## src/rtl/ctrl_pipe_stage.sv

```systemverilog
// ID/EX control register: opcode decode, load-use bubbles, flush bubbles,
// data-cache stall freeze and saturating bubble/stall performance counters.
module ctrl_pipe_stage #(
  parameter int unsigned OP_W   = 7,
  parameter int unsigned RA_W   = 5,
  parameter int unsigned EXT_EN = 1,
  parameter int unsigned CNT_W  = 16
) (
  input  logic             clk_i,
  input  logic             rst_i,
  input  logic             valid_i,
  input  logic [OP_W-1:0]  Op_i,
  input  logic [RA_W-1:0]  rs1_i,
  input  logic [RA_W-1:0]  rs2_i,
  input  logic [RA_W-1:0]  rd_i,
  input  logic             mem_stall_i,
  input  logic             flush_i,
  output logic             RegWrite_o,
  output logic             MemtoReg_o,
  output logic             MemRead_o,
  output logic             MemWrite_o,
  output logic             ALUSrc_o,
  output logic             Branch_o,
  output logic             Jump_o,
  output logic [1:0]       ALUOp_o,
  output logic [RA_W-1:0]  rd_o,
  output logic             valid_o,
  output logic             stall_o,
  output logic [CNT_W-1:0] bubble_cnt_o,
  output logic [CNT_W-1:0] stall_cnt_o
);

  localparam logic [OP_W-1:0] OP_R    = OP_W'(7'b0110011);
  localparam logic [OP_W-1:0] OP_I    = OP_W'(7'b0010011);
  localparam logic [OP_W-1:0] OP_LW   = OP_W'(7'b0000011);
  localparam logic [OP_W-1:0] OP_SW   = OP_W'(7'b0100011);
  localparam logic [OP_W-1:0] OP_BEQ  = OP_W'(7'b1100011);
  localparam logic [OP_W-1:0] OP_JAL  = OP_W'(7'b1101111);
  localparam logic [OP_W-1:0] OP_JALR = OP_W'(7'b1100111);
  localparam logic [OP_W-1:0] OP_LUI  = OP_W'(7'b0110111);

  // Field order follows the decode table: ALUOp, ALUSrc, RegWrite, MemtoReg,
  // MemRead, MemWrite, Branch, Jump.
  typedef struct packed {
    logic [1:0] alu_op;
    logic       alu_src;
    logic       reg_write;
    logic       mem_to_reg;
    logic       mem_read;
    logic       mem_write;
    logic       branch;
    logic       jump;
  } ctrl_t;

  typedef enum logic {ST_RUN, ST_MWAIT} state_t;

  state_t            state_q, state_d;
  logic              pend_q, pend_d;
  ctrl_t             ex_q, ex_d;
  logic [RA_W-1:0]   rd_q, rd_d;
  logic              valid_q, valid_d;
  logic [CNT_W-1:0]  bub_cnt_q, bub_cnt_d;
  logic [CNT_W-1:0]  stl_cnt_q, stl_cnt_d;

  ctrl_t             dec_ctrl;
  logic              dec_known;
  logic              use_rs1;
  logic              use_rs2;
  logic              hazard;
  logic              flush_eff;
  logic              stall_c;
  logic              bub_inc;
  logic              stl_inc;

  // Opcode decode; an empty ID slot decodes like an unknown opcode.
  always_comb begin
    dec_ctrl  = '0;
    dec_known = 1'b0;
    use_rs1   = 1'b0;
    use_rs2   = 1'b0;
    case (Op_i)
      OP_R:   begin dec_ctrl = ctrl_t'(9'b10_0100000); dec_known = 1'b1; use_rs1 = 1'b1; use_rs2 = 1'b1; end
      OP_I:   begin dec_ctrl = ctrl_t'(9'b11_1100000); dec_known = 1'b1; use_rs1 = 1'b1; end
      OP_LW:  begin dec_ctrl = ctrl_t'(9'b00_1111000); dec_known = 1'b1; use_rs1 = 1'b1; end
      OP_SW:  begin dec_ctrl = ctrl_t'(9'b00_1000100); dec_known = 1'b1; use_rs1 = 1'b1; use_rs2 = 1'b1; end
      OP_BEQ: begin dec_ctrl = ctrl_t'(9'b01_0000010); dec_known = 1'b1; use_rs1 = 1'b1; use_rs2 = 1'b1; end
      OP_JAL: begin
        if (EXT_EN != 0) begin dec_ctrl = ctrl_t'(9'b00_0100001); dec_known = 1'b1; end
      end
      OP_JALR: begin
        if (EXT_EN != 0) begin dec_ctrl = ctrl_t'(9'b00_1100001); dec_known = 1'b1; use_rs1 = 1'b1; end
      end
      OP_LUI: begin
        if (EXT_EN != 0) begin dec_ctrl = ctrl_t'(9'b11_1100000); dec_known = 1'b1; end
      end
      default: ;
    endcase
    if (!valid_i) begin
      dec_ctrl  = '0;
      dec_known = 1'b0;
      use_rs1   = 1'b0;
      use_rs2   = 1'b0;
    end
  end

  assign hazard = valid_q && ex_q.mem_read && (rd_q != '0) && dec_known &&
                  ((use_rs1 && (rs1_i == rd_q)) || (use_rs2 && (rs2_i == rd_q)));

  always_ff @(posedge clk_i or negedge rst_i) begin
    if (!rst_i) state_q <= ST_RUN;
    else        state_q <= state_d;
  end

  always_comb begin
    state_d = state_q;
    case (state_q)
      ST_RUN:   if (mem_stall_i)  state_d = ST_MWAIT;
      ST_MWAIT: if (!mem_stall_i) state_d = ST_RUN;
      default:  state_d = ST_RUN;
    endcase
  end

  // EX-register update, stall request and counter increments.
  always_comb begin
    ex_d      = ex_q;
    rd_d      = rd_q;
    valid_d   = valid_q;
    pend_d    = pend_q;
    stall_c   = 1'b0;
    bub_inc   = 1'b0;
    stl_inc   = 1'b0;
    flush_eff = flush_i || ((state_q == ST_MWAIT) && pend_q);
    if (mem_stall_i) begin
      stall_c = 1'b1;
      if (state_q == ST_RUN) begin
        pend_d = flush_i;
      end else begin
        pend_d  = pend_q || flush_i;
        stl_inc = 1'b1;
      end
    end else begin
      pend_d  = 1'b0;
      stl_inc = (state_q == ST_MWAIT);
      if (flush_eff || hazard) begin
        ex_d    = '0;
        rd_d    = '0;
        valid_d = 1'b0;
        bub_inc = 1'b1;
        stall_c = !flush_eff;
      end else begin
        ex_d    = dec_ctrl;
        rd_d    = dec_known ? rd_i : '0;
        valid_d = dec_known;
      end
    end
  end

  assign bub_cnt_d = (bub_inc && (bub_cnt_q != '1)) ? bub_cnt_q + CNT_W'(1) : bub_cnt_q;
  assign stl_cnt_d = (stl_inc && (stl_cnt_q != '1)) ? stl_cnt_q + CNT_W'(1) : stl_cnt_q;

  always_ff @(posedge clk_i or negedge rst_i) begin
    if (!rst_i) begin
      pend_q    <= 1'b0;
      ex_q      <= '0;
      rd_q      <= '0;
      valid_q   <= 1'b0;
      bub_cnt_q <= '0;
      stl_cnt_q <= '0;
    end else begin
      pend_q    <= pend_d;
      ex_q      <= ex_d;
      rd_q      <= rd_d;
      valid_q   <= valid_d;
      bub_cnt_q <= bub_cnt_d;
      stl_cnt_q <= stl_cnt_d;
    end
  end

  // Stall request is masked while reset is held.
  assign stall_o      = rst_i && stall_c;
  assign RegWrite_o   = ex_q.reg_write;
  assign MemtoReg_o   = ex_q.mem_to_reg;
  assign MemRead_o    = ex_q.mem_read;
  assign MemWrite_o   = ex_q.mem_write;
  assign ALUSrc_o     = ex_q.alu_src;
  assign Branch_o     = ex_q.branch;
  assign Jump_o       = ex_q.jump;
  assign ALUOp_o      = ex_q.alu_op;
  assign rd_o         = rd_q;
  assign valid_o      = valid_q;
  assign bubble_cnt_o = bub_cnt_q;
  assign stall_cnt_o  = stl_cnt_q;

endmodule

```

## config.mk

```make
export PLATFORM = sky130hd
export DESIGN_NAME = ctrl_pipe_stage
export DESIGN_NICKNAME = d
export VERILOG_FILES = /design/src/rtl/ctrl_pipe_stage.sv
export SDC_FILE = /design/constraint.sdc
export NUM_CORES = 1
export LEC_CHECK = 0
export CORE_AREA = 2 2 81 83
export CTS_CLUSTER_SIZE = 8
export DETAILED_ROUTE_END_ITERATION = 10
export DIE_AREA = 0 0 83 85
export GPL_TIMING_DRIVEN = 0
export MAX_ROUTING_LAYER = met4
export PLACE_DENSITY_LB_ADDON = 0.2
export SYNTH_ARGS = -nofsm -noshare
export SYNTH_HDL_FRONTEND = slang
export SYNTH_SLANG_ARGS = --single-unit
export TNS_END_PERCENT = 20
```

## constraint.sdc

```tcl
create_clock -name clk_i -period 3.9 [get_ports clk_i]
set_clock_uncertainty 0.2 [all_clocks]
set_input_delay 0.585 -clock clk_i [delete_from_list [all_inputs] [get_ports clk_i]]
set_output_delay 0.585 -clock clk_i [all_outputs]
set_load 0.01 [all_outputs]
```

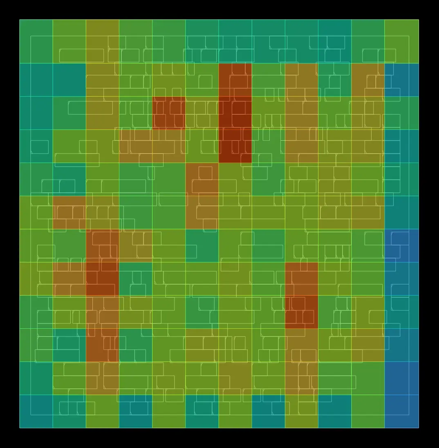
**Above:** run 1 (routing congestion map).
met2 usage: 24.9%
M1 GR Usage: 23.0%
GRT Util Overall: 16.5%
global routing's busiest layer: met2

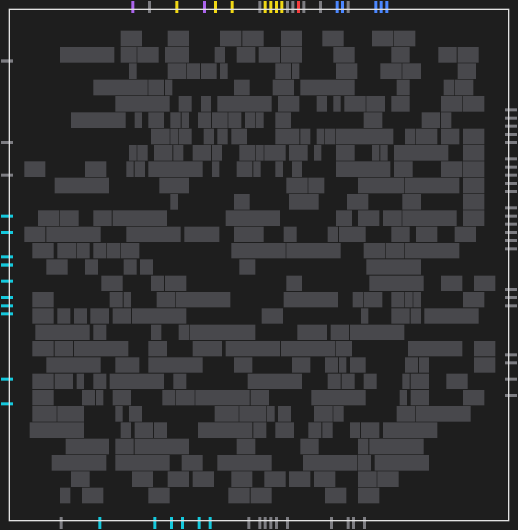
**Above:** run 1 (pin map).
Drawn at 6 px/um. Pins as bars across the die edge, other pins in gray.
- red: MemWrite_o (pins 1; direction output; edge top)
- cyan: bubble_cnt_o (pins 16; direction output; edge 10 left, 6 bottom)
- blue: rs2_i (pins 5; direction input; edge top)
- purple: ALUOp_o (pins 2; direction output; edge top)
- yellow: Op_i (pins 7; direction input; edge top)
- all pins by edge: 23 right, 22 top, 17 bottom, 13 left

==> metrics.yaml, run 1 <==
outcome: "completed"
grt_pass1_wl_um: 9340
top_cells_by_count: "dfrtp_1 (48), xnor2_1 (30), nand2_1 (19)"
dpl_cell_area_sq_um: 3200
max_freq_mhz: 269
worst_slew_pin_slew_ns: 0.498
edf_count: 0
timing.hold.ws_ns: 0.0422
yosys_area_sq_um: 2380
first_pass_iters: 4
syn-cell-area_sq_um: 2380
synth.avg_cell_area_sq_um: 10.9
final_hold_viol_count: 0
die_h_um: 85
synth_area_leader_cell: "dfrtp_1"
final_layout_size_suffix_gt1_share_pct: 9.30
warning_count: 26
cp_common_cell: "clkdlybuf4s50_1"
top_cell: "dfrtp_1"
ir_drop_mv: 0.295
syn-num-nets: 248
crit_path_cell_trace: "clkdlybuf4s50_1 -> nand2_1 -> or3_4 -> nor4_4 -> o2111ai_4 -> a211oi_2 -> o21a_1 -> clkdlybuf4s50_1"
min_period_ns: 3.72
nets: 329
overflow: 0
sh_comb_area_pct: 33.5
n_all_buffers: 85
wl_um: 5360
clock_sinks: 48
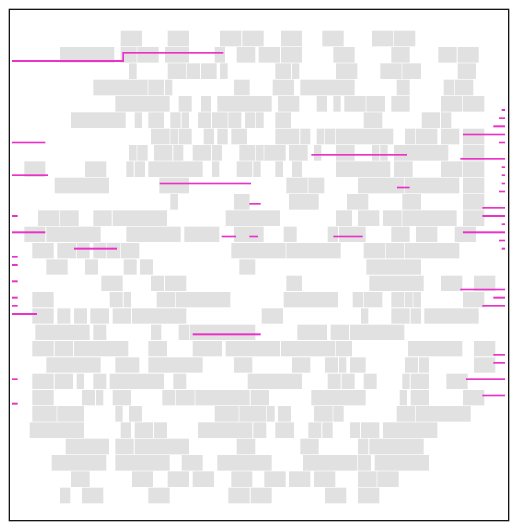
**Above:** run 1 (metal 3).
Drawn at 6 px/um.
- wire length on this layer: 180 um
- share of all routed wire: 3.4%
- nets with wire on the layer: 41

==> run 1: final timing paths <==
kind / from / to / slack (ns) / cells past startpoint
max: Op_i[1] / stall_o / 0.18 / 8
min: rst_i / bubble_cnt_o[1] / 0.04 / 1
max reg2reg: rd_o[0] / bubble_cnt_o[14] / 1.40 / 9
min reg2reg: stall_cnt_o[12] / stall_cnt_o[12] / 0.29 / 1
max in group asynchronous: rst_i / rd_o[0] / 2.93 / 2
min in group clk_i: stall_cnt_o[12] / stall_cnt_o[12] / 0.29 / 1
==> run 1: cell families (layout without fill, tap and decap cells) <==
family	count (synthesis)	in the layout	synth area share [%]
AND-OR/OR-AND	34	34	10.5
multiplexers	2	2	0.946
AND/OR/NAND/NOR	80	80	18.9
flip-flops	48	48	50.4
buffers and inverters	12	94	3.10
XOR/XNOR	41	41	15.1
adder cells (fa/ha/maj)	2	2	1.05
==> run 1: what timing repair did <==
item,in CTS,in global routing
pin swaps,0,1
setup endpoints to repair,1,1
resized,2,1
endpoints found under the hold margin,0,0
buffers inserted,0,2
==> run 1: where the power goes <==
group | switching, uW | total [uW] | internal (uW)
clock network | 174 | 367 | 193
logic | 143 | 355 | 213
registers | 79.3 | 645 | 565
==> run 1: worst reg2reg max path, cell delays in order, from the launching register on <==
cell and delay, ns:
dfrtp_1 0.46, xnor2_1 0.19, nand3_1 0.09, nor3_1 0.34
o2111ai_4 0.19, buf_4 0.20, a21oi_4 0.26, buf_6 0.19
nand4_1 0.12, xnor2_1 0.14
==> run 1: metal layers <==
layer | share of wire (%) | vias up | wire (um) | global-route usage, %
li1 | - | 941 | - | -
met2 | 46 | 50 | 2460 | 24.9
met1 | 50 | 935 | 2670 | 23.0
met3 | 3.4 | 6 | 180 | 3.31
met4 | 1.0 | 0 | 55 | 4.02
met5 | 0 | - | 0 | -
## Run 2: what changed since run 1
--- a/config.mk
+++ b/config.mk
@@ -5,6 +5,7 @@
 export SDC_FILE = /design/constraint.sdc
 export NUM_CORES = 1
 export LEC_CHECK = 0
+export CAP_MARGIN = 20
 export CORE_AREA = 2 2 81 83
 export CTS_CLUSTER_SIZE = 8
 export DETAILED_ROUTE_END_ITERATION = 10
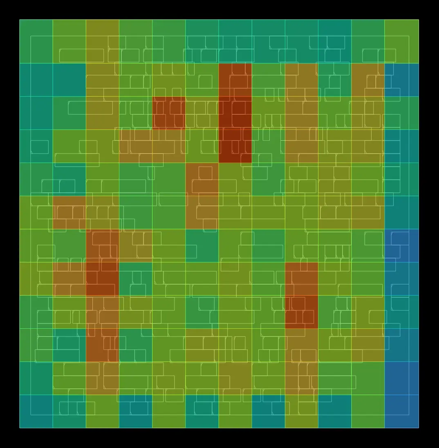
**Above:** run 2 (routing congestion map).
final core occ: 54.0%
wire per inst: 14.2 um
met3 Use GR: 3.31%

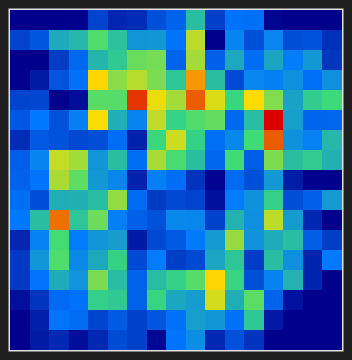
**Above:** run 2 (signal metal coverage by tile).
Drawn at 4 px/um. The die is cut into 17 by 17 equal tiles; dark blue is low, red is high, scaled to the fullest tile. Values are wire area over tile area, all layers added.
- fullest tile: 0.40
- densest ninth of the die: top center
- nearly empty tiles: 10%
- emptiest ninth of the die: lower right

==> run 2 against run 1 <==
  * Design area did not move
  * Highest routed layer unchanged
  * Combinational power about the same
  * Wire length did not move
  * Critical path type unchanged
  * Global-route usage is the same
  * Critical path depth stayed put
  * Largest power group unchanged
  * Core utilization did not move
  * First-iteration DRC count unchanged
  * Worst hold slack unchanged
==> metrics.yaml, run 2 <==
ys_types: 41
rr_worst_depth: 9
synth.avg_cell_area_sq_um: 10.9
wl_um: 5360
crit-reg2reg-capture: "bubble_cnt_o[14]"
top_cells_by_count: "dfrtp_1 (48), xnor2_1 (30), nand2_1 (19)"
crit_start: "Op_i[1]"
die_h_um: 85
placedCellCount: 368
crit_cells: 8
ys_top_cells_by_area: "dfrtp_1 (50%), xnor2_1 (11%), xor2_1 (4.0%), nand4_1 (3.2%), nand2_1 (3.0%)"
slowest_delay_ns: 0.54
antenna_found_initial: 0
edf_count: 0
r2r-start: "rd_o[0]"
synth_area_leader_cell: "dfrtp_1"
final_hold_viol_count: 0
syn-num-nets: 248
cp_top_family: "buffers and inverters"
top_cell: "dfrtp_1"
first_pass_iters: 4
insertion_delay_ns: 0.30
grt_use_total_pct: 16.5
min_period_ns: 3.72
warning_count: 26
worst_slew_pin_slew_ns: 0.498
final_layout_size_suffix_gt1_share_pct: 9.30
port-buffer-count: 71
worstPathMaxFanout: 5
crit_path_end: "stall_o"
die_w_um: 83
yosys_area_sq_um: 2380
cp_common_cell: "clkdlybuf4s50_1"
cts_root_buffer: "clkbuf_8"
nets: 329
max_freq_mhz: 269
cts_hold_buf: 0
outcome: "completed"
worst-setup-path-type: "in2out"
grt_pass1_vias: 1922
syn-cell-area_sq_um: 2380
crit_path_cell_trace: "clkdlybuf4s50_1 -> nand2_1 -> or3_4 -> nor4_4 -> o2111ai_4 -> a211oi_2 -> o21a_1 -> clkdlybuf4s50_1"
synth_top_area_share_pct: 50.4
grt_pass1_wl_um: 9340
clock_sinks: 48
ir_drop_mv: 0.295
overflow: 0
cp-start-kind: "input pin"
reg2reg_slack_ns: 1.40
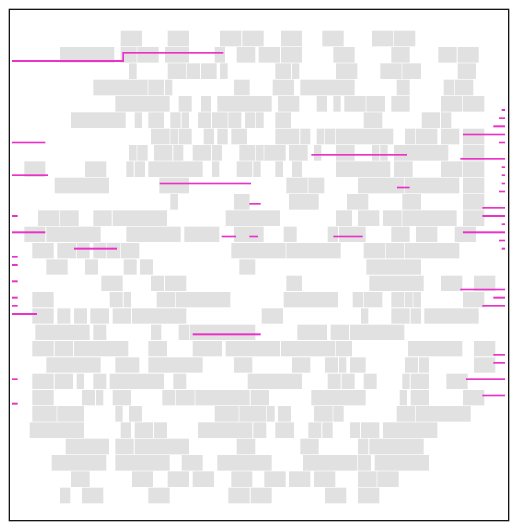
**Above:** run 2 (metal 3).
Drawn at 6 px/um.
- nets with wire on the layer: 41
- main direction: horizontal
- wire length on this layer: 180 um
- share of all routed wire: 3.4%

-- run 2: cell counts after synthesis --
Identical to the previous run, type by type.
-- run 2: cells by family after synthesis --
family                     count (synthesis)  share of synthesized area, %
DFF                                       48                          50.4
xor gates and xnor gates                  41                          15.1
muxes                                      2                         0.946
buffers and inverters                     12                          3.10
adders and majority gates                  2                          1.05
and+or+nand+nor                           80                          18.9
AOI/OAI and AO/OA                         34                          10.5
-- run 2: layer usage --
metal  GRT usage, %  wire (um)  part of all wire, %  up-vias
met5              -          0                    0        -
met4           4.02         55                  1.0        0
met3           3.31        180                  3.4        6
met2           24.9       2460                   46       50
met1           23.0       2670                   50      935
li1               -          -                    -      941
-- run 2: through the flow --
stage | instance area (sq um) | power, uW | util, % | hold slack (ns)
2_1_floorplan | 2380 | 807 | - | 0.0894
3_3_place_gp | 3190 | 1010 | 51.4 | 0.272
3_5_place_dp | 3200 | 1010 | 51.6 | 0.277
4_1_cts | 3330 | 1380 | 53.7 | 0.0505
5_1_grt | 3350 | 1450 | 54.0 | 0.0575
6_report | 3350 | 1370 | 54.0 | 0.0422
-- run 2: where the power goes --
| part | switching [uW] | internal [uW] |
|---|---|---|
| Clock | 174 | 193 |
| Combinational | 143 | 213 |
| Sequential | 79.3 | 565 |
-- run 2: final cells by class --
type | count | area, sq um | share of cell area, %
inverter | 1 | 3.75 | 0.112
sequential | 48 | 1200 | 35.9
clock inverter | 3 | 47.5 | 1.42
multi-input combinational | 159 | 1120 | 33.5
buffer | 11 | 70.1 | 2.09
tap | 77 | 96.3 | 2.88
clock buffer | 5 | 68.8 | 2.05
timing repair buffer | 74 | 739 | 22.1
-- run 2: what timing repair did --
action | CTS | global route
setup endpoints to repair | 1 | 1
pin swaps | 0 | 1
cloned | 0 | 0
buffers inserted | 0 | 2
gates resized | 2 | 1
**Run 2: the metal 2 layer**

Drawn at 6 px/um.
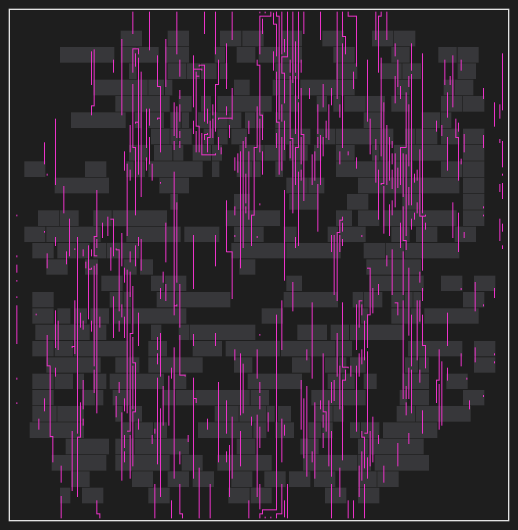

## Run 3: what changed since run 2
--- a/config.mk
+++ b/config.mk
@@ -12,7 +12,7 @@
 export DIE_AREA = 0 0 83 85
 export GPL_TIMING_DRIVEN = 0
 export MAX_ROUTING_LAYER = met4
-export PLACE_DENSITY_LB_ADDON = 0.2
+export PLACE_DENSITY = 0.71
 export SYNTH_ARGS = -nofsm -noshare
 export SYNTH_HDL_FRONTEND = slang
 export SYNTH_SLANG_ARGS = --single-unit
==> constraint.sdc (replaced) <==
create_clock -name clk_i -period 3.7 [get_ports clk_i]
set_clock_uncertainty 0.2 [all_clocks]
set_input_delay 0.555 -clock clk_i [delete_from_list [all_inputs] [get_ports clk_i]]
set_output_delay 0.555 -clock clk_i [all_outputs]
set_load 0.01 [all_outputs]
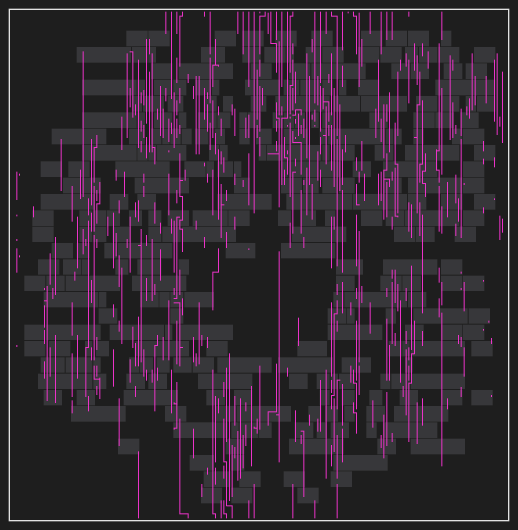
**Above:** run 3 (the metal 2 layer).
Drawn at 6 px/um.
- wire length on this layer: 2610 um
- nets with wire on the layer: 289
- longest straight run: 35.0 um
- share of all routed wire: 48%

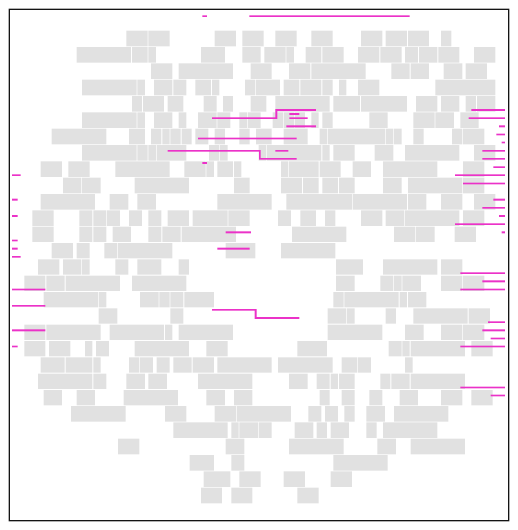
**Above:** run 3 (metal 3).
Drawn at 6 px/um.
- nets with wire on the layer: 43
- share of all routed wire: 4.3%
- wire length on this layer: 233 um
- main direction: horizontal
- longest straight run: 26.4 um

==> run 3 against run 2 <==
  * Power up 5.0%
  * Register-to-register slack worse by 0.23 ns
  * Combinational power increased by 7.3%
  * Worst setup slack improved by 0.34 ns
  * Largest power group unchanged
  * Sequential power is 5.4% higher
  * Die size unchanged
  * Sequential cell count unchanged
  * Count of clock-buffer cells in the layout is 1 higher
  * Via count is 0.36% higher
  * Largest cell class unchanged
  * Sequential share of layout area about the same
==> metrics.yaml, run 3 <==
outcome: "completed"
fin_setup_tns_ns: 0
timing.hold.ws_ns: 0.0890
warning_count: 26
final_hold_viol_count: 0
stdcell_area_sq_um: 3350
ys_types: 41
top_cell: "dfrtp_1"
ir_drop_mv: 0.307
grt_pass1_vias: 1904
syn-num-nets: 248
yosys_area_sq_um: 2380
cts_root_buffer: "clkbuf_8"
avgRoutedWirePerCell_um: 14.4
overflow: 0
placedCellCount: 368
cts_hold_buf: 0
die_w_um: 83
synth_area_leader_cell: "dfrtp_1"
nets: 328
synth_top_area_share_pct: 50.4
worst_slew_pin_slew_ns: 0.682
worstPathMaxFanout: 4
edf_count: 0
port-buffer-count: 71
cp-start-kind: "input pin"
top_cells_by_count: "dfrtp_1 (48), xnor2_1 (30), nand2_1 (19)"
reg2reg_slack_ns: 1.17
insertion_delay_ns: 0.30
grt_pass1_wl_um: 9390
min_period_ns: 3.18
first_pass_iters: 4
wl_um: 5440
ys_top_cells_by_area: "dfrtp_1 (50%), xnor2_1 (11%), xor2_1 (4.0%), nand4_1 (3.2%), nand2_1 (3.0%)"
r2r-start: "rd_o[0]"
antenna_found_initial: 0
total_power_uw: 1440
die_h_um: 85
crit-reg2reg-capture: "bubble_cnt_o[12]"
rr_worst_depth: 9
synth.avg_cell_area_sq_um: 10.9
crit_path_end: "stall_o"
worst-setup-path-type: "in2out"
dpl_cell_area_sq_um: 3210
clock_sinks: 48
max_freq_mhz: 314
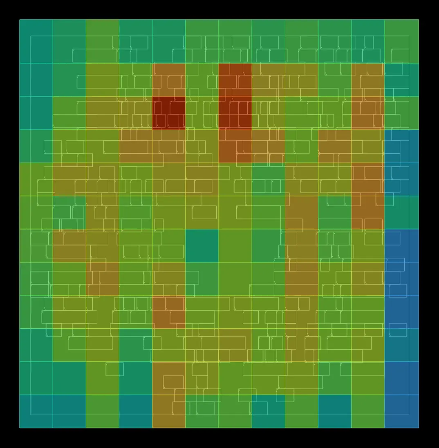
**Above:** run 3 (routing congestion map).
M1 GR Usage: 22.0%
met2 usage: 26.5%
GRT Util Overall: 16.7%
final core occ: 53.9%

-- run 3: cell count changes in the layout (fill, tap and decap cells not counted) --
cell | previous run | this run
buf_16 | 0 | 1
clkinv_4 | 2 | 0
clkbuf_1 | 4 | 5
clkinv_2 | 0 | 1
clkdlybuf4s50_1 | 69 | 68
buf_4 | 5 | 4
a21boi_0 | 1 | 0
a21boi_2 | 0 | 1
dlymetal6s2s_1 | 0 | 1
buf_12 | 1 | 0
-- run 3: final cells by class --
type	instances	area (sq um)
buffer	11	70.1
sequential	48	1200
inverter	1	3.75
fill	572	2860
tap	77	96.3
timing repair buffer	73	742
multi-input combinational	159	1130
clock inverter	2	35.0
clock buffer	6	72.6
-- run 3: power breakdown --
group          total (uW)  internal [uW]  switching, uW
sequential            680            596           83.7
combinational         381            226            155
clock                 375            201            174
total                1440           1020            413
-- run 3: timing repair --
action | in CTS | in global routing
endpoints found under the setup margin | 1 | 1
buffers inserted | 0 | 1
pin swaps | 0 | 4
gates resized | 3 | 3
-- run 3: cell families after synthesis --
kind of cell	after synthesis	synth area share (%)
mux	2	0.946
flops	48	50.4
simple gates	80	18.9
compound gates	34	10.5
fa+ha+maj	2	1.05
xor+xnor	41	15.1
buf+inv	12	3.10
-- run 3: worst max-delay path: stages --
cell and delay, ns:
clkdlybuf4s50_1 0.45, nand2_1 0.09, or3_4 0.37, o21ai_0 0.28
o2111ai_4 0.18, a211oi_2 0.19, o21a_1 0.14, dlymetal6s2s_1 0.17
-- run 3: routing by layer --
metal  global-route usage, %  part of all wire [%]  up-vias
met3                    3.31                   4.3        6
met5                       -                     0        -
li1                        -                     -      932
met2                    26.5                    48       58
met1                    22.0                    46      943
met4                    4.47                   1.4        0
Power figures rest on the tool's default switching activity, not on a simulated workload.
